==> images/registers.png <==
(2 px per µm) Other sequential cells in the stronger grey, the rest of the logic in the fainter grey.
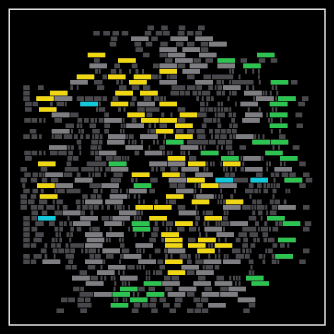
==> images/final_clocks.png <==
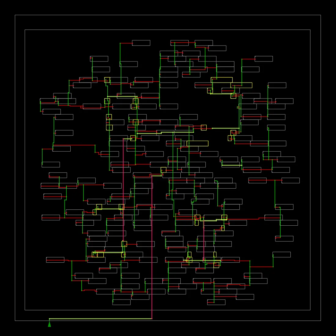
==> images/gate_families.png <==
(2 px per µm)
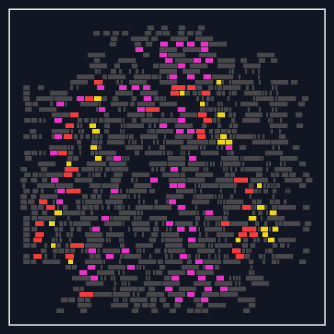
==> images/port_nets.png <==
(3 px per µm)
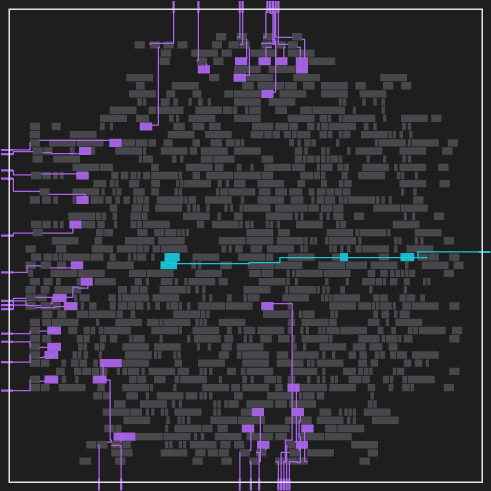
<file path="src/rtl/pipe_adder_stage.sv">
// One chunk of the pipelined adder: a CHUNK-bit add with a 1-bit carry in and
// a 1-bit carry out. The register that holds the result lives in the top level.
module pipe_adder_stage #(
  parameter int CHUNK = 8
) (
  input  logic [CHUNK-1:0] a,
  input  logic [CHUNK-1:0] b,
  input  logic             ci,
  output logic [CHUNK-1:0] s,
  output logic             co
);

  assign {co, s} = {1'b0, a} + {1'b0, b} + (CHUNK + 1)'(ci);

endmodule

</file>
<file path="src/rtl/pipe_adder.sv">
// Pipelined WIDTH-bit add/subtract unit. Each of STAGES stages adds one chunk and
// registers its carry, with valid/ready handshakes at both ends.
module pipe_adder #(
  parameter int WIDTH  = 32,
  parameter int STAGES = 4
) (
  input  logic             clk,
  input  logic             rst_n,
  input  logic             in_valid,
  output logic             in_ready,
  input  logic [WIDTH-1:0] in1,
  input  logic [WIDTH-1:0] in2,
  input  logic             cin,
  input  logic             sub,
  output logic             out_valid,
  input  logic             out_ready,
  output logic [WIDTH-1:0] sum,
  output logic             cout,
  output logic             ovf
);

  localparam int CHUNK = WIDTH / STAGES;
  localparam int LAST  = STAGES - 1;

  if (STAGES < 1 || STAGES > WIDTH || (WIDTH % STAGES) != 0) begin : g_bad_params
    $error("pipe_adder: WIDTH must be a multiple of STAGES and STAGES in 1..WIDTH");
  end

  logic [STAGES-1:0] v;
  logic [STAGES-1:0] adv;
  logic [STAGES-1:0] cap;
  logic              free_above;

  logic [WIDTH-1:0]  a_q    [STAGES];
  logic [WIDTH-1:0]  b_q    [STAGES];
  logic [WIDTH-1:0]  s_q    [STAGES];
  logic [STAGES-1:0] c_q;
  logic              ovf_q;

  logic [WIDTH-1:0]  a_src  [STAGES];
  logic [WIDTH-1:0]  b_src  [STAGES];
  logic [STAGES-1:0] c_src;
  logic [WIDTH-1:0]  s_next [STAGES];
  logic [CHUNK-1:0]  chunk_s [STAGES];
  logic [STAGES-1:0] chunk_co;
  logic              ovf_next;

  // Walk from the output back to the input: a stage may move when the stage
  // downstream is empty or is itself moving this cycle.
  always_comb begin
    adv        = '0;
    cap        = '0;
    // NOTE: free_above is a running value inside the loop, so blocking '=' is
    // required here; every variable gets its default before the loop.
    free_above = out_ready;
    for (int k = LAST; k >= 0; k--) begin
      adv[k]     = v[k] & free_above;
      free_above = ~v[k] | free_above;
    end
    in_ready = free_above;
    cap[0]   = in_valid & free_above;
    for (int k = 1; k < STAGES; k++) begin
      cap[k] = adv[k-1];
    end
  end

  // Operands feeding each chunk adder; B is inverted once at the input for sub.
  always_comb begin
    a_src    = a_q;
    b_src    = b_q;
    c_src    = '0;
    a_src[0] = in1;
    b_src[0] = sub ? ~in2 : in2;
    c_src[0] = sub | cin;
    for (int k = 1; k < STAGES; k++) begin
      a_src[k] = a_q[k-1];
      b_src[k] = b_q[k-1];
      c_src[k] = c_q[k-1];
    end
  end

  for (genvar k = 0; k < STAGES; k++) begin : g_stage
    pipe_adder_stage #(.CHUNK(CHUNK)) u_stage (
      .a  (a_src[k][k*CHUNK +: CHUNK]),
      .b  (b_src[k][k*CHUNK +: CHUNK]),
      .ci (c_src[k]),
      .s  (chunk_s[k]),
      .co (chunk_co[k])
    );
  end

  // Completed lower bits travel with the operation; each stage fills in its chunk.
  always_comb begin
    s_next    = s_q;
    s_next[0] = '0;
    for (int k = 1; k < STAGES; k++) begin
      s_next[k] = s_q[k-1];
    end
    for (int k = 0; k < STAGES; k++) begin
      s_next[k][k*CHUNK +: CHUNK] = chunk_s[k];
    end
    ovf_next = (a_src[LAST][WIDTH-1] == b_src[LAST][WIDTH-1]) &
               (s_next[LAST][WIDTH-1] != a_src[LAST][WIDTH-1]);
  end

  always_ff @(posedge clk or negedge rst_n) begin
    if (!rst_n) begin
      // NOTE: the data registers are reset as well as the valid bits, because
      // sum/cout/ovf must read zero while reset is held.
      v     <= '0;
      c_q   <= '0;
      ovf_q <= 1'b0;
      for (int k = 0; k < STAGES; k++) begin
        a_q[k] <= '0;
        b_q[k] <= '0;
        s_q[k] <= '0;
      end
    end else begin
      for (int k = 0; k < STAGES; k++) begin
        if (cap[k]) begin
          v[k]   <= 1'b1;
          a_q[k] <= a_src[k];
          b_q[k] <= b_src[k];
          s_q[k] <= s_next[k];
          c_q[k] <= chunk_co[k];
        end else if (adv[k]) begin
          v[k] <= 1'b0;
        end
      end
      if (cap[LAST]) begin
        ovf_q <= ovf_next;
      end
    end
  end

  assign out_valid = v[LAST];
  assign sum       = s_q[LAST];
  assign cout      = c_q[LAST];
  assign ovf       = ovf_q;

endmodule

</file>
<file path="config.mk">
export PLATFORM = sky130hd
export DESIGN_NAME = pipe_adder
export DESIGN_NICKNAME = d
export VERILOG_FILES = /design/src/rtl/pipe_adder_stage.sv /design/src/rtl/pipe_adder.sv
export SDC_FILE = /design/constraint.sdc
export NUM_CORES = 1
export LEC_CHECK = 0
export ABC_CLOCK_PERIOD_IN_PS = 5200
export CAP_MARGIN = 20
export CORE_MARGIN = 5
export CORE_UTILIZATION = 40
export CTS_BUF_LIST = sky130_fd_sc_hd__clkbuf_4
export CTS_CLUSTER_SIZE = 28
export DETAILED_ROUTE_END_ITERATION = 16
export GPL_TIMING_DRIVEN = 1
export PLACE_DENSITY = 0.64
export SLEW_MARGIN = 25
export SYNTH_ARGS = -nofsm -noshare
export SYNTH_HDL_FRONTEND = slang
export SYNTH_SLANG_ARGS = --single-unit
export TNS_END_PERCENT = 1
</file>
<file path="constraint.sdc">
create_clock -name clk -period 5.2 [get_ports clk]
set_clock_uncertainty 0.1 [all_clocks]
set_input_delay 0.78 -clock clk [delete_from_list [all_inputs] [get_ports clk]]
set_output_delay 0.78 -clock clk [all_outputs]
set_load 0.02 [all_outputs]
</file>
==> flow_metrics.py <==
# Flow results
metrics = {
    "global_routing": {
        "grt_pass1_wl_um": 30400,
        "met3_usage_pct": 3.24,
        "antenna_found_initial": 1,
        "gr-total-overflow": 0,
        "grt_busiest_layer": "met2",
        "grt_pass1_vias": 5935,
        "met1_usage_pct": 21.8,
        "met2_usage_pct": 24.4,
        "grt_max_degree": 129,
        "grt_usage_pct": 15.5,
    },
    "critical_path": {
        "worstPathArrival_ps": 2410,
        "criticalPathCategory": "in2out",
        "crit_path_end_kind": "output port",
        "required_ps": 4320,
        "reg2reg_slack_ps": 2570,
        "cp.depth": 4,
        "crit_top_cell": "clkdlybuf4s50_1",
        "path_cells": "clkdlybuf4s50_1, and4b_4, nand2_1, clkdlybuf4s50_1",
        "critPathMaxStageDelay_ps": 560,
        "timing.rr.start": "a_q[104]",
        "reg2reg_to": "c_q[1]",
        "crit_fanout": 5,
        "worst_setup_path_start_kind": "input pin",
        "critPathSlowestCell": "clkdlybuf4s50_1",
        "crit_path_end": "in_ready",
        "crit_buf_inv": 2,
        "cp-startpoint": "out_ready",
        "crit_family": "buffers and inverters",
        "ff2ff_path_depth": 6,
    },
    "place": {
        "placed_cells": 1164,
        "place_congestion": 0.841,
        "dp.final_hpwl_um": 13400,
        "placed_area_um2": 9990,
        "dp_slack_ps": 1780,
    },
    "synthesis": {
        "synth_flops": 185,
        "yosys.area_share.aoi_pct": 10.1,
        "postSynthSeqShare_pct": 53.4,
        "async_flop_share_pct": 100,
        "synthFlopType": "dfrtp_1",
        "synthCells": 810,
        "ys_top_logic_family": "simple AND/OR/NAND/NOR gates",
        "fa_ha_area_share_pct": 5.89,
        "top_area_share_pct": 53.4,
        "mux_area_share_pct": 9.19,
        "simple_gate_area_share_pct": 14.7,
        "ys_types": 55,
        "yosysWarnings": 0,
        "avgSynthCellArea_um2": 10.7,
        "synthXorXnorAreaFrac_pct": 3.74,
        "topCellsByArea": "dfrtp_1 53%, nand2_1 10%, mux2_2 8.8%",
        "common_cells": "233 x nand2_1, 185 x dfrtp_1, 68 x mux2_2",
        "edf_count": 0,
        "yosys_cells": 810,
        "synth_area_um2": 8660,
        "yosysTopAreaCell": "dfrtp_1",
        "yosysMostFrequentCell": "nand2_1",
        "yosys_area_um2": 8660,
        "fp_nets": 916,
    },
    "sta": {
        "fin_ws_ps": 1910,
        "finalMaxSlewViolations": 0,
        "maxSlewHeadroom_pct": 39.3,
        "setup_tns_ps": 0,
        "hold_viol": 0,
        "fmax_mhz": 304,
        "rsz0062_at_grt": "false",
        "min_period_ps": 3290,
        "worst_pin_slew_ps": 909,
        "setup_violations": 0,
        "hold_ws_ps": 42.4,
        "min_period_over_period_pct": 63.3,
    },
    "die": {
        "num_rows": 53,
        "fp.dieArea_um2": 24700,
        "fp_util_pct": 41.0,
        "die_w_um": 157,
        "fp.dieH_um": 157,
        "core_um2": 21200,
    },
    "job": {
        "tool_warnings": 28,
        "maxCapViolCount": 0,
    },
    "drt": {
        "drt_wl_total_um": 18300,
        "first_pass_iters": 5,
        "dr.max_layer_used": "met4",
        "wirelength_met1_um": 8640,
        "met3_length_um": 746,
        "antenna_left": 0,
        "wl_per_cell_um": 15.3,
        "met2_length_um": 8730,
        "viasPerCell": 4.95,
        "drc_errors": 0,
        "num_vias": 5929,
        "first_iter_violations": 384,
    },
    "cts": {
        "clkTransAtPathRegs_ps": 150,
        "cts_max_path_buffers": 2,
        "cts_tree": "done",
        "cts_root_buffer": "clkbuf_4",
        "ctsHoldBuffers": 0,
        "cts_setup_buffers": 0,
        "htree_levels": 4,
        "numCtsBuffers": 17,
        "clock-sinks": 185,
        "post_cts_resized": 0,
    },
    "final_layout": {
        "drive_gt1_share_pct": 13.4,
        "area_growth_pct": 18.7,
        "lay_top_cells": "233 x nand2_1, 185 x dfrtp_1, 103 x clkdlybuf4s50_1",
        "nFillCells": 1979,
        "nNetsFinal": 1014,
        "final_area_um2": 10300,
    },
    "pwr": {
        "powerDensity_nw_per_um2": 472,
        "finalPower_uw": 4850,
        "peakVddDrop_mv": 0.167,
        "leakage_uw": 0.00463,
    },
    "run_status": {
        "status": "completed",
    },
    "worst_hold_path": {
        "hp-class": "in2async",
    },
}
Notes on registers.png above:
colour	netlist name	placed flops
yellow	`b_q`	48
green	`sum`	32
cyan	`c_q`	4
not coloured	101
Flop area: 4630 µm²
Util after Layout: 48.6%
Sequential Power: 2200 µW
Seq area share: 45.0%

Notes on final_clocks.png above:
Flops: 185
Late-Pin Clk Latency: 570 ps
Clk. pwr: 820 µW

Notes on gate_families.png above:
colour	family	cells
red	adder and majority cells	36
yellow	AND-OR and OR-AND gates	26
magenta	multiplexers	71
Commonest Layout Cell: nand2_1
Comb area share: 36.9%
final non-filler cell total: 1197

Notes on port_nets.png above:
colour	port	direction	edge	end cells	buffers	wire
purple	`in1`	input	13 left, 10 bottom, 9 top	33	32	775 µm
cyan	`out_ready`	input	right	5	1	117 µm
I/O pin cnt: 106
Port Buffers: 105

[worst register-to-register path: cells and delay by family, from the launching register on]
family | cells | cell delay, ps
flip-flops | 1 | 430
AND-OR/OR-AND | 4 | 1080
adder cells (fa/ha/maj) | 2 | 910
[cell type report]
class | instances | area [µm²] | share of cell area [%]
Clock inverter | 14 | 155 | 1.51
Sequential cell | 185 | 4630 | 45.0
Multi-Input combinational cell | 572 | 3800 | 36.9
Inverter | 17 | 63.8 | 0.621
Antenna cell | 1 | 2.50 | 0.0243
Timing Repair Buffer | 115 | 1150 | 11.2
Clock buffer | 18 | 135 | 1.31
Tap cell | 275 | 344 | 3.35
[power breakdown]
group	switching (µW)	leakage [µW]	internal (µW)
logic	970	0.00224	869
registers	285	0.00224	1910
clock network	486	0.000157	333
Power figures rest on the tool's default switching activity, not on a simulated workload.
